--- config.mk ---
export PLATFORM = sky130hd
export DESIGN_NAME = whitening_engine
export DESIGN_NICKNAME = d
export VERILOG_FILES = /design/src/rtl/ble_whiten_pkg.sv /design/src/rtl/whitening_engine_lfsr_step.sv /design/src/rtl/whitening_engine.sv
export SDC_FILE = /design/constraint.sdc
export NUM_CORES = 1
export LEC_CHECK = 0
export CORE_MARGIN = 2
export CORE_UTILIZATION = 50
export CTS_CLUSTER_DIAMETER = 40
export DETAILED_ROUTE_END_ITERATION = 8
export HOLD_SLACK_MARGIN = 0.05
export PLACE_DENSITY = 0.8
export REMOVE_ABC_BUFFERS = 1
export SLEW_MARGIN = 20
export SYNTH_ARGS = -nofsm -noshare
export SYNTH_HDL_FRONTEND = slang
export SYNTH_HIERARCHICAL = 1
export SYNTH_SLANG_ARGS = --single-unit
--- constraint.sdc ---
create_clock -name clk -period 2.1 [get_ports clk]
set_input_delay 0.42 -clock clk [delete_from_list [all_inputs] [get_ports clk]]
set_output_delay 0.42 -clock clk [all_outputs]
set_load 0.005 [all_outputs]
--- src/rtl/ble_whiten_pkg.sv ---
// BLE data whitening helpers: polynomial taps, advertising channel seeds,
// and width-generic LFSR load / multi-step functions shared by the engine.
package ble_whiten_pkg;

    localparam int unsigned LFSR_MAX_W = 32;
    localparam int unsigned KEY_MAX_W  = 64;

    localparam logic [6:0] BLE_POLY_TAPS = 7'b0010000;  // x^7 + x^4 + 1

    localparam int unsigned BLE_ADV_CHANNEL_37 = 37;
    localparam int unsigned BLE_ADV_CHANNEL_38 = 38;
    localparam int unsigned BLE_ADV_CHANNEL_39 = 39;

    // Result of an n-step advance: key bit k is the MSB seen before step k.
    typedef struct packed {
        logic [KEY_MAX_W-1:0]  key;
        logic [LFSR_MAX_W-1:0] state;
    } lfsr_step_t;

    // s[0]=1, s[i]=seed[seed_w-i] for i=1..seed_w (channel bits reversed).
    function automatic logic [LFSR_MAX_W-1:0] lfsr_load(
        input logic [LFSR_MAX_W-2:0] seed,
        input int unsigned           seed_w
    );
        logic [LFSR_MAX_W-1:0] rev;
        rev = '0;
        for (int i = 0; i < int'(LFSR_MAX_W) - 1; i++) begin
            rev[i] = seed[int'(LFSR_MAX_W) - 2 - i];
        end
        // Shift so the reversed seed lands on stages 1..seed_w.
        return ((rev >> (LFSR_MAX_W - 1 - seed_w)) << 1) | LFSR_MAX_W'(1);
    endfunction

    // Advance a w-stage LFSR n times, collecting the key bit of each step.
    function automatic lfsr_step_t lfsr_step_n(
        input logic [LFSR_MAX_W-1:0] state,
        input logic [LFSR_MAX_W-1:0] taps,
        input int unsigned           w,
        input int unsigned           n
    );
        lfsr_step_t            res;
        logic [LFSR_MAX_W-1:0] st;
        logic [LFSR_MAX_W-1:0] width_mask;
        logic                  msb;
        res        = '0;
        st         = state;
        width_mask = (LFSR_MAX_W'(1) << w) - LFSR_MAX_W'(1);
        for (int unsigned k = 0; k < KEY_MAX_W; k++) begin
            if (k < n) begin
                msb        = |(st & (LFSR_MAX_W'(1) << (w - 1)));
                res.key[k] = msb;
                st = (((st << 1) | LFSR_MAX_W'(msb))
                      ^ ({LFSR_MAX_W{msb}} & taps & ~LFSR_MAX_W'(1))) & width_mask;
            end
        end
        res.state = st;
        return res;
    endfunction

endpackage

--- src/rtl/whitening_engine_lfsr_step.sv ---
// Combinational DATA_WIDTH-step unroll of the whitening LFSR.
// Ports: state (current LFSR), key_c (per-bit key, bit 0 first on air),
//        next_state_c (LFSR after DATA_WIDTH steps).
module whitening_lfsr_step
    import ble_whiten_pkg::*;
#(
    parameter int unsigned        LFSR_W     = 7,
    parameter int unsigned        DATA_WIDTH = 8,
    parameter logic [LFSR_W-1:0]  TAP_MASK   = LFSR_W'(BLE_POLY_TAPS)
) (
    input  logic [LFSR_W-1:0]     state,
    output logic [DATA_WIDTH-1:0] key_c,
    output logic [LFSR_W-1:0]     next_state_c
);

    lfsr_step_t step_c;
    logic       unused_step_bits;

    always_comb begin
        step_c = lfsr_step_n(LFSR_MAX_W'(state), LFSR_MAX_W'(TAP_MASK), LFSR_W, DATA_WIDTH);
    end

    assign key_c            = step_c.key[DATA_WIDTH-1:0];
    assign next_state_c     = step_c.state[LFSR_W-1:0];
    assign unused_step_bits = ^step_c;

endmodule

--- src/rtl/whitening_engine.sv ---
// BLE whitening / de-whitening engine, DATA_WIDTH bits per beat.
// Ports: clk, rst (async high); seed/seed_load (store channel, reload LFSR);
//        whiten_en (0 = bypass); in_* valid/ready/last input stream;
//        out_* registered output stream; bit_count (saturating bits whitened).
module whitening_engine
    import ble_whiten_pkg::*;
#(
    parameter int unsigned              DATA_WIDTH  = 8,
    parameter int unsigned              SEED_WIDTH  = 6,
    parameter logic [SEED_WIDTH:0]      TAP_MASK    = (SEED_WIDTH+1)'(BLE_POLY_TAPS),
    parameter int unsigned              SEED_RESET  = BLE_ADV_CHANNEL_37,
    parameter int unsigned              AUTO_RELOAD = 1,
    parameter int unsigned              COUNT_WIDTH = 16
) (
    input  logic                   clk,
    input  logic                   rst,
    input  logic [SEED_WIDTH-1:0]  seed,
    input  logic                   seed_load,
    input  logic                   whiten_en,
    input  logic [DATA_WIDTH-1:0]  in_data,
    input  logic                   in_valid,
    input  logic                   in_last,
    output logic                   in_ready,
    output logic [DATA_WIDTH-1:0]  out_data,
    output logic                   out_valid,
    output logic                   out_last,
    input  logic                   out_ready,
    output logic [COUNT_WIDTH-1:0] bit_count
);

    localparam int unsigned LFSR_W = SEED_WIDTH + 1;
    localparam logic [LFSR_MAX_W-1:0] RESET_STATE_FULL =
        lfsr_load((LFSR_MAX_W-1)'(SEED_RESET), SEED_WIDTH);
    localparam logic [LFSR_W-1:0]     RESET_STATE = RESET_STATE_FULL[LFSR_W-1:0];
    localparam logic [COUNT_WIDTH:0]  BEAT_BITS   = (COUNT_WIDTH+1)'(DATA_WIDTH);

    logic [SEED_WIDTH-1:0]  seed_q;
    logic [LFSR_W-1:0]      lfsr_q;
    logic [DATA_WIDTH-1:0]  key_c;
    logic [LFSR_W-1:0]      stepped_c;
    logic [LFSR_MAX_W-1:0]  load_new_c;
    logic [LFSR_MAX_W-1:0]  load_stored_c;
    logic                   unused_load_bits;
    logic                   accept_c;
    logic [COUNT_WIDTH:0]   count_sum_c;
    logic [COUNT_WIDTH-1:0] count_sat_c;

    // Keystream for the current beat and the LFSR state after it.
    whitening_lfsr_step #(
        .LFSR_W     (LFSR_W),
        .DATA_WIDTH (DATA_WIDTH),
        .TAP_MASK   (TAP_MASK)
    ) u_step (
        .state        (lfsr_q),
        .key_c        (key_c),
        .next_state_c (stepped_c)
    );

    // Handshake: a seed load blocks intake for its cycle.
    assign in_ready = !seed_load && (!out_valid || out_ready);
    assign accept_c = in_valid && in_ready;

    // Load images for a new channel and for the stored channel (packet end).
    always_comb begin
        load_new_c    = lfsr_load((LFSR_MAX_W-1)'(seed), SEED_WIDTH);
        load_stored_c = lfsr_load((LFSR_MAX_W-1)'(seed_q), SEED_WIDTH);
    end
    assign unused_load_bits = ^{load_new_c, load_stored_c};

    // Saturating bit counter increment.
    assign count_sum_c = {1'b0, bit_count} + BEAT_BITS;
    assign count_sat_c = count_sum_c[COUNT_WIDTH] ? '1 : count_sum_c[COUNT_WIDTH-1:0];

    // Seed, LFSR and counter state.
    always_ff @(posedge clk or posedge rst) begin
        if (rst) begin
            seed_q    <= SEED_WIDTH'(SEED_RESET);
            lfsr_q    <= RESET_STATE;
            bit_count <= '0;
        end else if (seed_load) begin
            seed_q    <= seed;
            lfsr_q    <= load_new_c[LFSR_W-1:0];
            bit_count <= '0;
        end else if (accept_c) begin
            if ((AUTO_RELOAD != 0) && in_last) begin
                lfsr_q    <= load_stored_c[LFSR_W-1:0];
                bit_count <= '0;
            end else if (whiten_en) begin
                lfsr_q    <= stepped_c;
                bit_count <= count_sat_c;
            end
        end
    end

    // Registered output stage; holds while stalled.
    always_ff @(posedge clk or posedge rst) begin
        if (rst) begin
            out_data  <= '0;
            out_valid <= 1'b0;
            out_last  <= 1'b0;
        end else if (accept_c) begin
            out_data  <= whiten_en ? (in_data ^ key_c) : in_data;
            out_last  <= in_last;
            out_valid <= 1'b1;
        end else if (out_ready) begin
            out_valid <= 1'b0;
        end
    end

endmodule
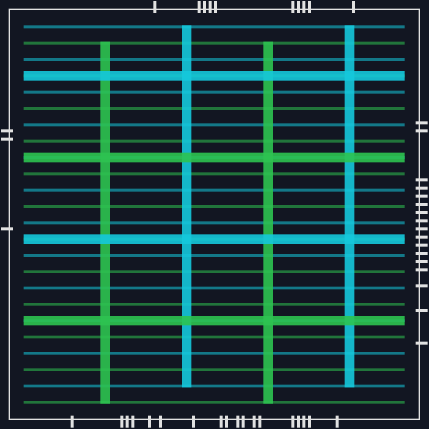
Run 1: floorplan with the power grid
(6 px per um) Pins as bars on the die edge.
VDD: drawn in cyan. VSS: drawn in green.
4 straps on met4. 48 signal pins sit on the boundary. 24 met1 rails follow the rows. 4 straps on met5. The core has 23 rows.

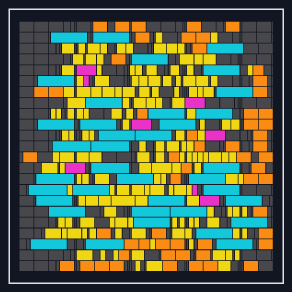
Run 1: placed cells, one colour a class
(4 px per um) Fill, decap, tap and diode cells in grey.
remaining buffers and delay cells: drawn in orange, cells 56, share of their area 21%. remaining logic cells: drawn in yellow, cells 157, share of their area 39%. clock drivers and dummy loads: drawn in magenta, cells 8, share of their area 3.5%. registers: drawn in cyan, cells 37, share of their area 37%.

==> flow_metrics.tcl, run 1 <==
# flow metrics
set metrics [dict create \
    fin_area_um2 2620 \
    use_met2_pct 34.8 \
    antenna_found_initial 0 \
    fin_nets 279 \
    syn_avg_cell_area_um2 9.65 \
    grt_pass1_wl_um 7460 \
    crit_family "buffers and inverters" \
    dp_cells 300 \
    syn_area_um2 2050 \
    finalWirelength_um 4550 \
    synth_chip_area_um2 2050 \
    netlist_instances 213 \
    vias 1724 \
    critPathMaxStageDelay_ns 0.45 \
    crit_end "in_ready" \
    overflow 0 \
    ff2ff_path_depth 5 \
    status "complete, no violations" \
    crit_buf_inv 2 \
    logic_area_um2 970 \
    min_path_type "reg -> reg" \
    grt_usage_pct 21.9 \
    cts.sinks 37 \
    final-setup-viol-count 0 \
    dp_hpwl_um 3300 \
    antenna_cells 0 \
    first_global_vias 1592 \
    hold_start "seed_q[2]$_DFFE_PP1P_" \
    routabilityCongestion 0.849 \
    yosysWarnings 6 \
    maxCapViolCount 0 \
    tightest_slew_ns 0.459 \
    setup_tns_ns 0 \
    rsz0062_at_grt "false" \
    coreArea_um2 3970 \
    r2r-end "bit_count[15]$_DFFE_PP0P_" \
    critPathMaxFanout 4 \
    io_buffer_count 47 \
    wire_per_inst_um 14.8 \
    dieWidth_um 68.1 \
    drt_iter0_drc 92 \
    worstSetupStartpoint "out_ready" \
    grt_max_degree 38 \
    drtAntennaViolNets 0 \
    period_used_pct 97.2 \
    crit_path_end_kind "output pin" \
    power_mw 1.84 \
]
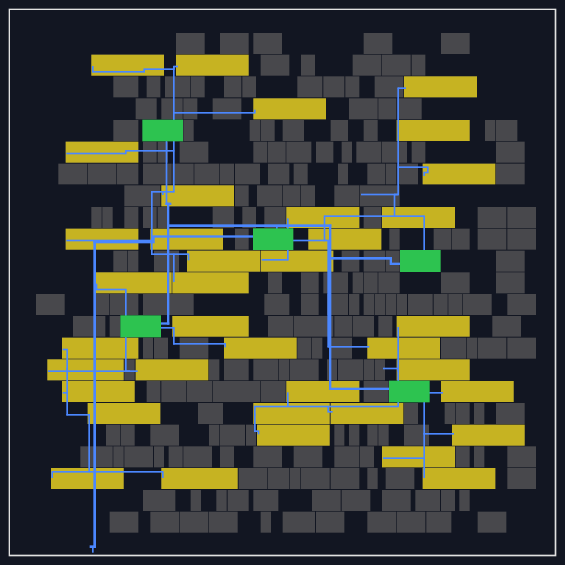
Run 1: clock wires, drivers and flops
(8 px per um)
clock wires: drawn in blue, length 454 um. clock-net drivers: drawn in green, count 5. flip-flops: drawn in yellow, count 37.
There are 6 routed clock nets.
clock power share: 27.5%
clk pwr: 0.507 mW
Worst Clk Skew: 0.00320 ns
Late-Pin Clk Latency: 0.29 ns

run 1: worst reg2reg max path, cell delays in order, from the launching register on:
cell and delay (ns):
dfrtp_1 0.44, ha_1 0.26, nand3_2 0.12, or4_1 0.54, or3_1 0.31, nand3_1 0.08
run 1: layout make-up:
cell class / count / share of cell area [%]
Clock buffer: 8 / 3.44
Timing Repair Buffer: 56 / 20.6
Sequential cell: 37 / 35.7
Tap cell: 50 / 2.39
Multi-Input combinational cell: 151 / 37.0
Inverter: 6 / 0.860
run 1: kinds of logic (layout without fill, tap and decap cells):
group	Yosys count	in the layout	synth area share, %
AND/OR/NAND/NOR	65	65	15.8
AND-OR/OR-AND	58	58	18.0
flip-flops	37	37	45.5
buffers and inverters	25	70	7.31
XOR/XNOR	17	17	7.61
multiplexers	10	10	5.12
adder cells (fa/ha/maj)	1	1	0.609
run 1: state kept, by name (all words and copies together), names as in the netlist:
register,flops
seed_q,6
out_data,8
lfsr_q,7
out_last,1
out_valid,1
bit_count,14
run 1: metal layers:
metal | up-vias | share of wire (%)
met3 | 10 | 5.0
met5 | - | 0
met2 | 50 | 47
met1 | 825 | 46
li1 | 839 | -
met4 | 0 | 2.0
run 1: cell usage after synthesis, types with 6 or more instances:
library cell  instances  area share, %
o21ai_0              16            3.9
dfrtp_1              30             37
mux2i_1               6            2.9
a21oi_1              17            4.1
buf_4                 9            3.3
nor2_1               13            2.4
nand3_1               7            1.7
xor2_1               11            4.7
buf_2                 6            1.5
nand2_1              25            4.6
a22o_1                6            2.6
dfstp_2               7            9.0
inv_1                 6            1.1
run 1: power breakdown:
group,internal (mW),switching [mW]
sequential,0.806,0.0591
combinational,0.253,0.219
clock,0.267,0.239
## Run 2: what changed since run 1
--- a/config.mk
+++ b/config.mk
@@ -5,6 +5,7 @@
 export SDC_FILE = /design/constraint.sdc
 export NUM_CORES = 1
 export LEC_CHECK = 0
+export CAP_MARGIN = 10
 export CORE_MARGIN = 2
 export CORE_UTILIZATION = 50
 export CTS_CLUSTER_DIAMETER = 40
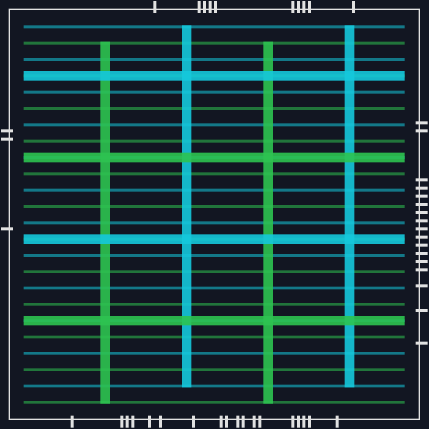
Run 2: floorplan with the power grid
(6 px per um) Pins as bars on the die edge.
VSS: drawn in green. VDD: drawn in cyan.
48 signal pins sit on the boundary. 4 straps on met4. 24 met1 rails follow the rows. 4 straps on met5. The core has 23 rows.

==> run 2 against run 1 <==
Effect of this change:
- via count is the same
- clock power about the same
- register-to-register slack about the same
- critical path depth did not move
- sequential power about the same
- core utilization is the same
- clock skew unchanged
- synthesized area is the same
- power stayed put
- die area stayed put
==> flow_metrics.tcl, run 2 <==
# flow metrics
set metrics [dict create \
    dieWidth_um 68.1 \
    power_mw 1.84 \
    edf_count 0 \
    p_leak_nw 1.12 \
    io_buffer_count 47 \
    regMostFlops "bit_count" \
    ys_cells 213 \
    clock_skew_ns 0.00320 \
    final-setup-viol-count 0 \
    crit_path_end_kind "output pin" \
    top_cells_by_count "dfrtp_1, nand2_1, a21oi_1" \
    min_period_ns 2.04 \
    drtAntennaViolNets 0 \
    hold_slack_ns 0.482 \
    maxCapViolCount 0 \
    dp_hpwl_um 3300 \
    async_reset_ff_share_pct 100 \
    routabilityCongestion 0.849 \
    netlist_instances 213 \
    ir_drop_mv 0.455 \
    h-tree-depth 2 \
    antenna_found_initial 0 \
    synth.area.top_cells "dfrtp_1, dfstp_2, xor2_1, nand2_1, a21oi_1" \
    status "complete, no violations" \
    reg2reg_slack_ns 0.28 \
    root_buffer "clkbuf_8" \
    fin_nets 279 \
    numSynthFlops 37 \
    worst_slack_ns 0.0583 \
    hold_start "seed_q[2]$_DFFE_PP1P_" \
    largest_register_ffs 14 \
    r2r-end "bit_count[15]$_DFFE_PP0P_" \
    rsz0062_at_grt "false" \
    slew_headroom_pct 69.4 \
    ff2ff_path_depth 5 \
    syn_area_um2 2050 \
    critPathMaxStageDelay_ns 0.45 \
    antenna_cells 0 \
    mostFrequentLayoutCell "clkdlybuf4s50_1" \
    drt_iter0_drc 92 \
    critPathMaxFanout 4 \
    post_cts_buffers 0 \
    grt_usage_pct 21.9 \
    worstPathCellList "clkdlybuf4s50_1, nor2b_1, nor2_1, clkdlybuf4s50_1" \
    first_global_vias 1592 \
    overflow 0 \
    finalWirelength_um 4550 \
    synthMostInstantiatedCell "dfrtp_1" \
    period_used_pct 97.2 \
    cp_slowest_cell "clkdlybuf4s50_1" \
    vias 1724 \
    drive_gt1_share_pct 13.2 \
    grt_max_degree 38 \
    synth_area_leader_cell "dfrtp_1" \
    synth_chip_area_um2 2050 \
    fp_util_pct 51.7 \
    logic_area_um2 970 \
    dp_cells 300 \
    cts.sinks 37 \
    yosys.area.top_type_share_pct 36.5 \
    die_y_um 68.1 \
    crit_top_cell "clkdlybuf4s50_1" \
    clock_latency_ns 0.29 \
    yosysWarnings 6 \
    drc_errors 0 \
    syn_avg_cell_area_um2 9.65 \
    drt_pass1_iterations 4 \
    fill_cells 310 \
    min_path_type "reg -> reg" \
    post-place-ws_ns 0.0122 \
    tightest_slew_ns 0.459 \
    die_area_um2 4640 \
    clock.fmax_mhz 490 \
    wire_per_inst_um 14.8 \
    setup_tns_ns 0 \
    grt_pass1_wl_um 7460 \
    top_regs "bit_count: 14 flops, out_data: 8 flops, lfsr_q: 7 flops" \
]
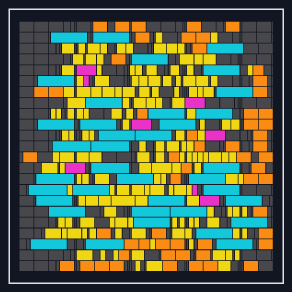
Run 2: placed cells, one colour a class
(4 px per um) Fill, decap, tap and diode cells in grey.
clock drivers and dummy loads: drawn in magenta, cells 8, share of their area 3.5%. remaining logic cells: drawn in yellow, cells 157, share of their area 39%. registers: drawn in cyan, cells 37, share of their area 37%. remaining buffers and delay cells: drawn in orange, cells 56, share of their area 21%.
flop share of the area: 35.7%
std cell rows: 23
Core Area: 3970 um2
Final Util: 65.9%
fin area: 2620 um2

[run 2: area by class of cell]
| type | instances | share of cell area (%) |
|---|---|---|
| multi-input cells | 151 | 37.0 |
| flip-flops and latches | 37 | 35.7 |
| repair buffers | 56 | 20.6 |
| clock buffers | 8 | 3.44 |
| well taps | 50 | 2.39 |
| inverters | 6 | 0.860 |
[run 2: worst max-delay path by stage]
stage | from | endpoint | slack, ns | cells after the start
final | out_ready | in_ready | 0.06 | 4
after detailed placement | seed_load | bit_count[15]$_DFFE_PP0P_ | 0.01 | 5
after global placement | seed_load | bit_count[15]$_DFFE_PP0P_ | 0.04 | 5
after floorplan | seed_load | bit_count[13]$_DFFE_PP0P_ | -0.008 | 4
after global routing | out_ready | in_ready | 0.007 | 4
after CTS | seed_load | in_ready | 0.06 | 3
[run 2: worst max-delay path: cells and delay by family]
family	cells	cell delay, ns
and+or+nand+nor	2	0.34
buffers and inverters	2	0.86
[run 2: cells by family (layout without fill, tap and decap cells)]
logic type | Yosys count | after routing | synth area share, %
compound gates | 58 | 58 | 18.0
xor+xnor | 17 | 17 | 7.61
fa+ha+maj | 1 | 1 | 0.609
buf+inv | 25 | 70 | 7.31
flops | 37 | 37 | 45.5
mux | 10 | 10 | 5.12
simple gates | 65 | 65 | 15.8
[run 2: layer usage]
metal  global-route usage (%)  part of all wire, %
met5                        0                    0
met4                     9.00                  2.0
met2                     34.8                   47
met3                     4.44                  5.0
met1                     29.3                   46
[run 2: power breakdown]
group | total, mW | switching, mW | leakage [nW] | internal (mW)
Clock | 0.507 | 0.239 | 0.0455 | 0.267
Combinational | 0.472 | 0.219 | 0.623 | 0.253
Sequential | 0.865 | 0.0591 | 0.452 | 0.806
Total | 1.84 | 0.517 | 1.12 | 1.33
Run 2, clock wires, drivers and flops:
(8 px per um)
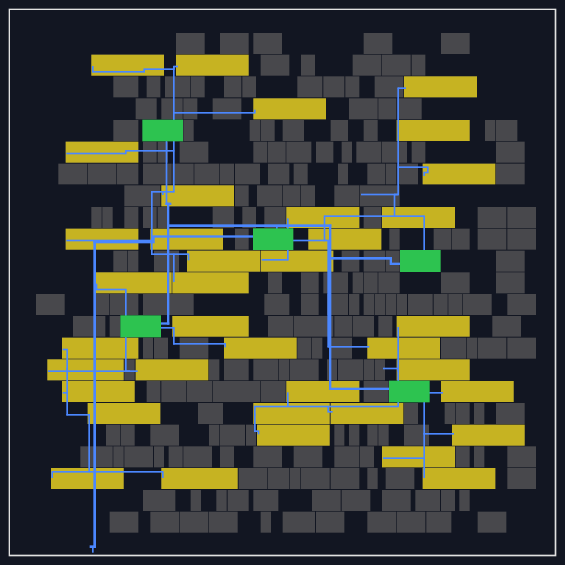

## Run 3: what changed since run 2
--- a/config.mk
+++ b/config.mk
@@ -8,6 +8,7 @@
 export CAP_MARGIN = 10
 export CORE_MARGIN = 2
 export CORE_UTILIZATION = 50
+export CTS_BUF_LIST = sky130_fd_sc_hd__clkbuf_8 sky130_fd_sc_hd__clkbuf_16
 export CTS_CLUSTER_DIAMETER = 40
 export DETAILED_ROUTE_END_ITERATION = 8
 export HOLD_SLACK_MARGIN = 0.05
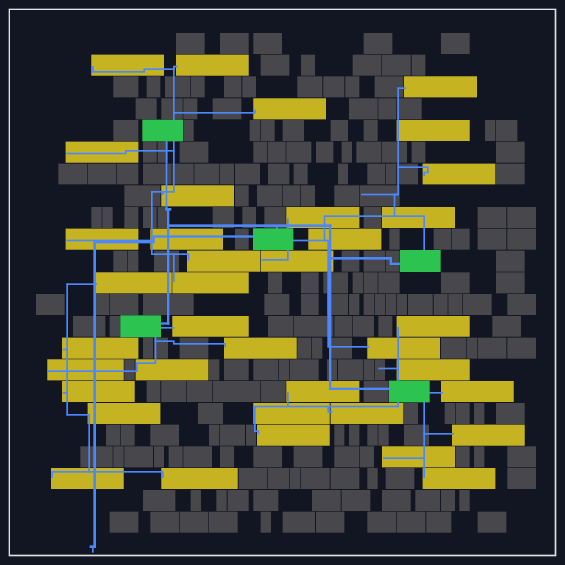
Run 3: clock wires, drivers and flops
(8 px per um)
clock wires: drawn in blue, length 456 um. flip-flops: drawn in yellow, count 37. clock-net drivers: drawn in green, count 5.
There are 6 routed clock nets.
Worst Clk Skew: 0.00313 ns
clock power share: 27.1%
clk pwr: 0.497 mW

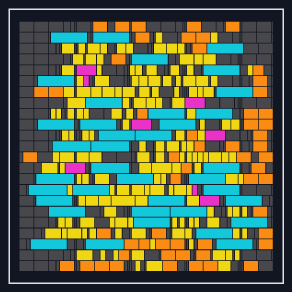
Run 3: placed cells, one colour a class
(4 px per um) Fill, decap, tap and diode cells in grey.
registers: drawn in cyan, cells 37, share of their area 37%. remaining buffers and delay cells: drawn in orange, cells 56, share of their area 21%. clock drivers and dummy loads: drawn in magenta, cells 8, share of their area 3.5%. remaining logic cells: drawn in yellow, cells 157, share of their area 39%.

==> run 3 against run 2 <==
Effect of this change:
- cell count unchanged
- count of clock-buffer cells in the layout down 2
- clock skew about the same
- die area unchanged
- power down 0.52%
- cell area unchanged
- worst hold slack about the same
- register-to-register slack about the same
- largest cell class unchanged
- via count down 0.41%
==> flow_metrics.tcl, run 3 <==
# flow metrics
set metrics [dict create \
    status "complete, no violations" \
    cts.sinks 37 \
    worstPathCellList "clkdlybuf4s50_1, nor2b_1, nor2_1, clkdlybuf4s50_1" \
    largest_register_ffs 14 \
    die_y_um 68.1 \
    post_cts_buffers 0 \
    ys_cells 213 \
    synth_chip_area_um2 2050 \
    top_regs "bit_count: 14 flops, out_data: 8 flops, lfsr_q: 7 flops" \
    drc_errors 0 \
    grt_max_degree 38 \
    r2r-end "bit_count[15]$_DFFE_PP0P_" \
    tightest_slew_ns 0.459 \
    finalWirelength_um 4560 \
    crit_top_cell "clkdlybuf4s50_1" \
    std_cell_rows 23 \
    die_area_um2 4640 \
    fp_util_pct 51.7 \
    maxCapViolCount 0 \
    netlist_instances 213 \
    ff2ff_path_depth 5 \
    overflow 0 \
    rsz0062_at_grt "false" \
    critPathMaxFanout 4 \
    dp_cells 300 \
    crit_end "in_ready" \
    synth_area_leader_cell "dfrtp_1" \
    worstSetupStartpoint "out_ready" \
    edf_count 0 \
    drt_pass1_iterations 4 \
    root_buffer "clkbuf_8" \
    io_buffer_count 47 \
    period_used_pct 97.2 \
    p_leak_nw 1.13 \
    reg2reg_slack_ns 0.28 \
    hold_start "seed_q[0]$_DFFE_PP1P_" \
    crit_buf_inv 2 \
    mostFrequentLayoutCell "clkdlybuf4s50_1" \
    coreArea_um2 3970 \
    syn_avg_cell_area_um2 9.65 \
    pwr_density_cell_nw_per_um2 700 \
    min_path_type "reg -> reg" \
    grt_pass1_wl_um 7460 \
    dieWidth_um 68.1 \
    drive_gt1_share_pct 13.2 \
    regMostFlops "bit_count" \
    grt_usage_pct 21.9 \
    antenna_found_initial 0 \
    finalNonFillerCells 308 \
    first_global_vias 1592 \
    setup_tns_ns 0 \
    critPathMaxStageDelay_ns 0.45 \
    cp_slowest_cell "clkdlybuf4s50_1" \
    yosysWarnings 6 \
    drtAntennaViolNets 0 \
    synth.area.top_cells "dfrtp_1, dfstp_2, xor2_1, nand2_1, a21oi_1" \
    fin_nets 279 \
    yosys.area.top_type_share_pct 36.5 \
    crit_family "buffers and inverters" \
    antenna_cells 0 \
    clock_latency_ns 0.29 \
    clk_pin_slew_ns 0.07 \
    min_period_ns 2.04 \
    worst_slack_ns 0.0579 \
    clock.fmax_mhz 490 \
    crit_path_end_kind "output pin" \
    synthMostInstantiatedCell "dfrtp_1" \
    wire_per_inst_um 14.8 \
    routabilityCongestion 0.849 \
    async_reset_ff_share_pct 100 \
    h-tree-depth 2 \
    top_cells_by_count "dfrtp_1, nand2_1, a21oi_1" \
    ir_drop_mv 0.454 \
    slew_headroom_pct 69.4 \
    vias 1717 \
    final-setup-viol-count 0 \
    numSynthFlops 37 \
    dp_hpwl_um 3300 \
    cp.depth 4 \
]
-- run 3: cell counts after synthesis --
Identical to the previous run, type by type.
-- run 3: metal layers --
layer	part of all wire (%)	vias up	wire (um)	global-route usage [%]
li1	-	838	-	-
met1	46	823	2090	29.3
met5	0	-	0	0
met4	2.0	0	91	9.00
met2	47	46	2160	34.8
met3	4.8	10	217	4.44
-- run 3: where the power goes --
group | switching, mW | internal [mW]
combinational | 0.219 | 0.253
sequential | 0.0591 | 0.806
clock | 0.239 | 0.258
total | 0.517 | 1.32
-- run 3: cell families (layout without fill, tap and decap cells) --
| kind of cell | Yosys count | after routing | share of synthesized area [%] |
|---|---|---|---|
| AOI/OAI and AO/OA | 58 | 58 | 18.0 |
| xor gates and xnor gates | 17 | 17 | 7.61 |
| adders and majority gates | 1 | 1 | 0.609 |
| buffers and inverters | 25 | 70 | 7.31 |
| DFF | 37 | 37 | 45.5 |
| muxes | 10 | 10 | 5.12 |
| and+or+nand+nor | 65 | 65 | 15.8 |
-- run 3: final cells by class --
cell class / instances / area (um2)
clock buffer: 6 / 82.6
clock inverter: 2 / 7.51
fill: 310 / 1350
inverter: 6 / 22.5
multi-input combinational: 151 / 970
sequential: 37 / 935
tap: 50 / 62.6
timing repair buffer: 56 / 538
-- run 3: metrics by stage --
| step | total power [mW] | utilization [%] | area, um2 |
|---|---|---|---|
| final | 1.83 | 65.9 | 2620 |
| after global routing | 1.94 | 65.9 | 2620 |
| after CTS | 1.85 | 65.9 | 2620 |
| after detailed placement | 1.35 | 63.6 | 2530 |
| after global placement | 1.33 | 63.6 | 2530 |
| after floorplan | 1.12 | - | 1930 |
No activity file was given, so power comes from the tool's default toggle rates.
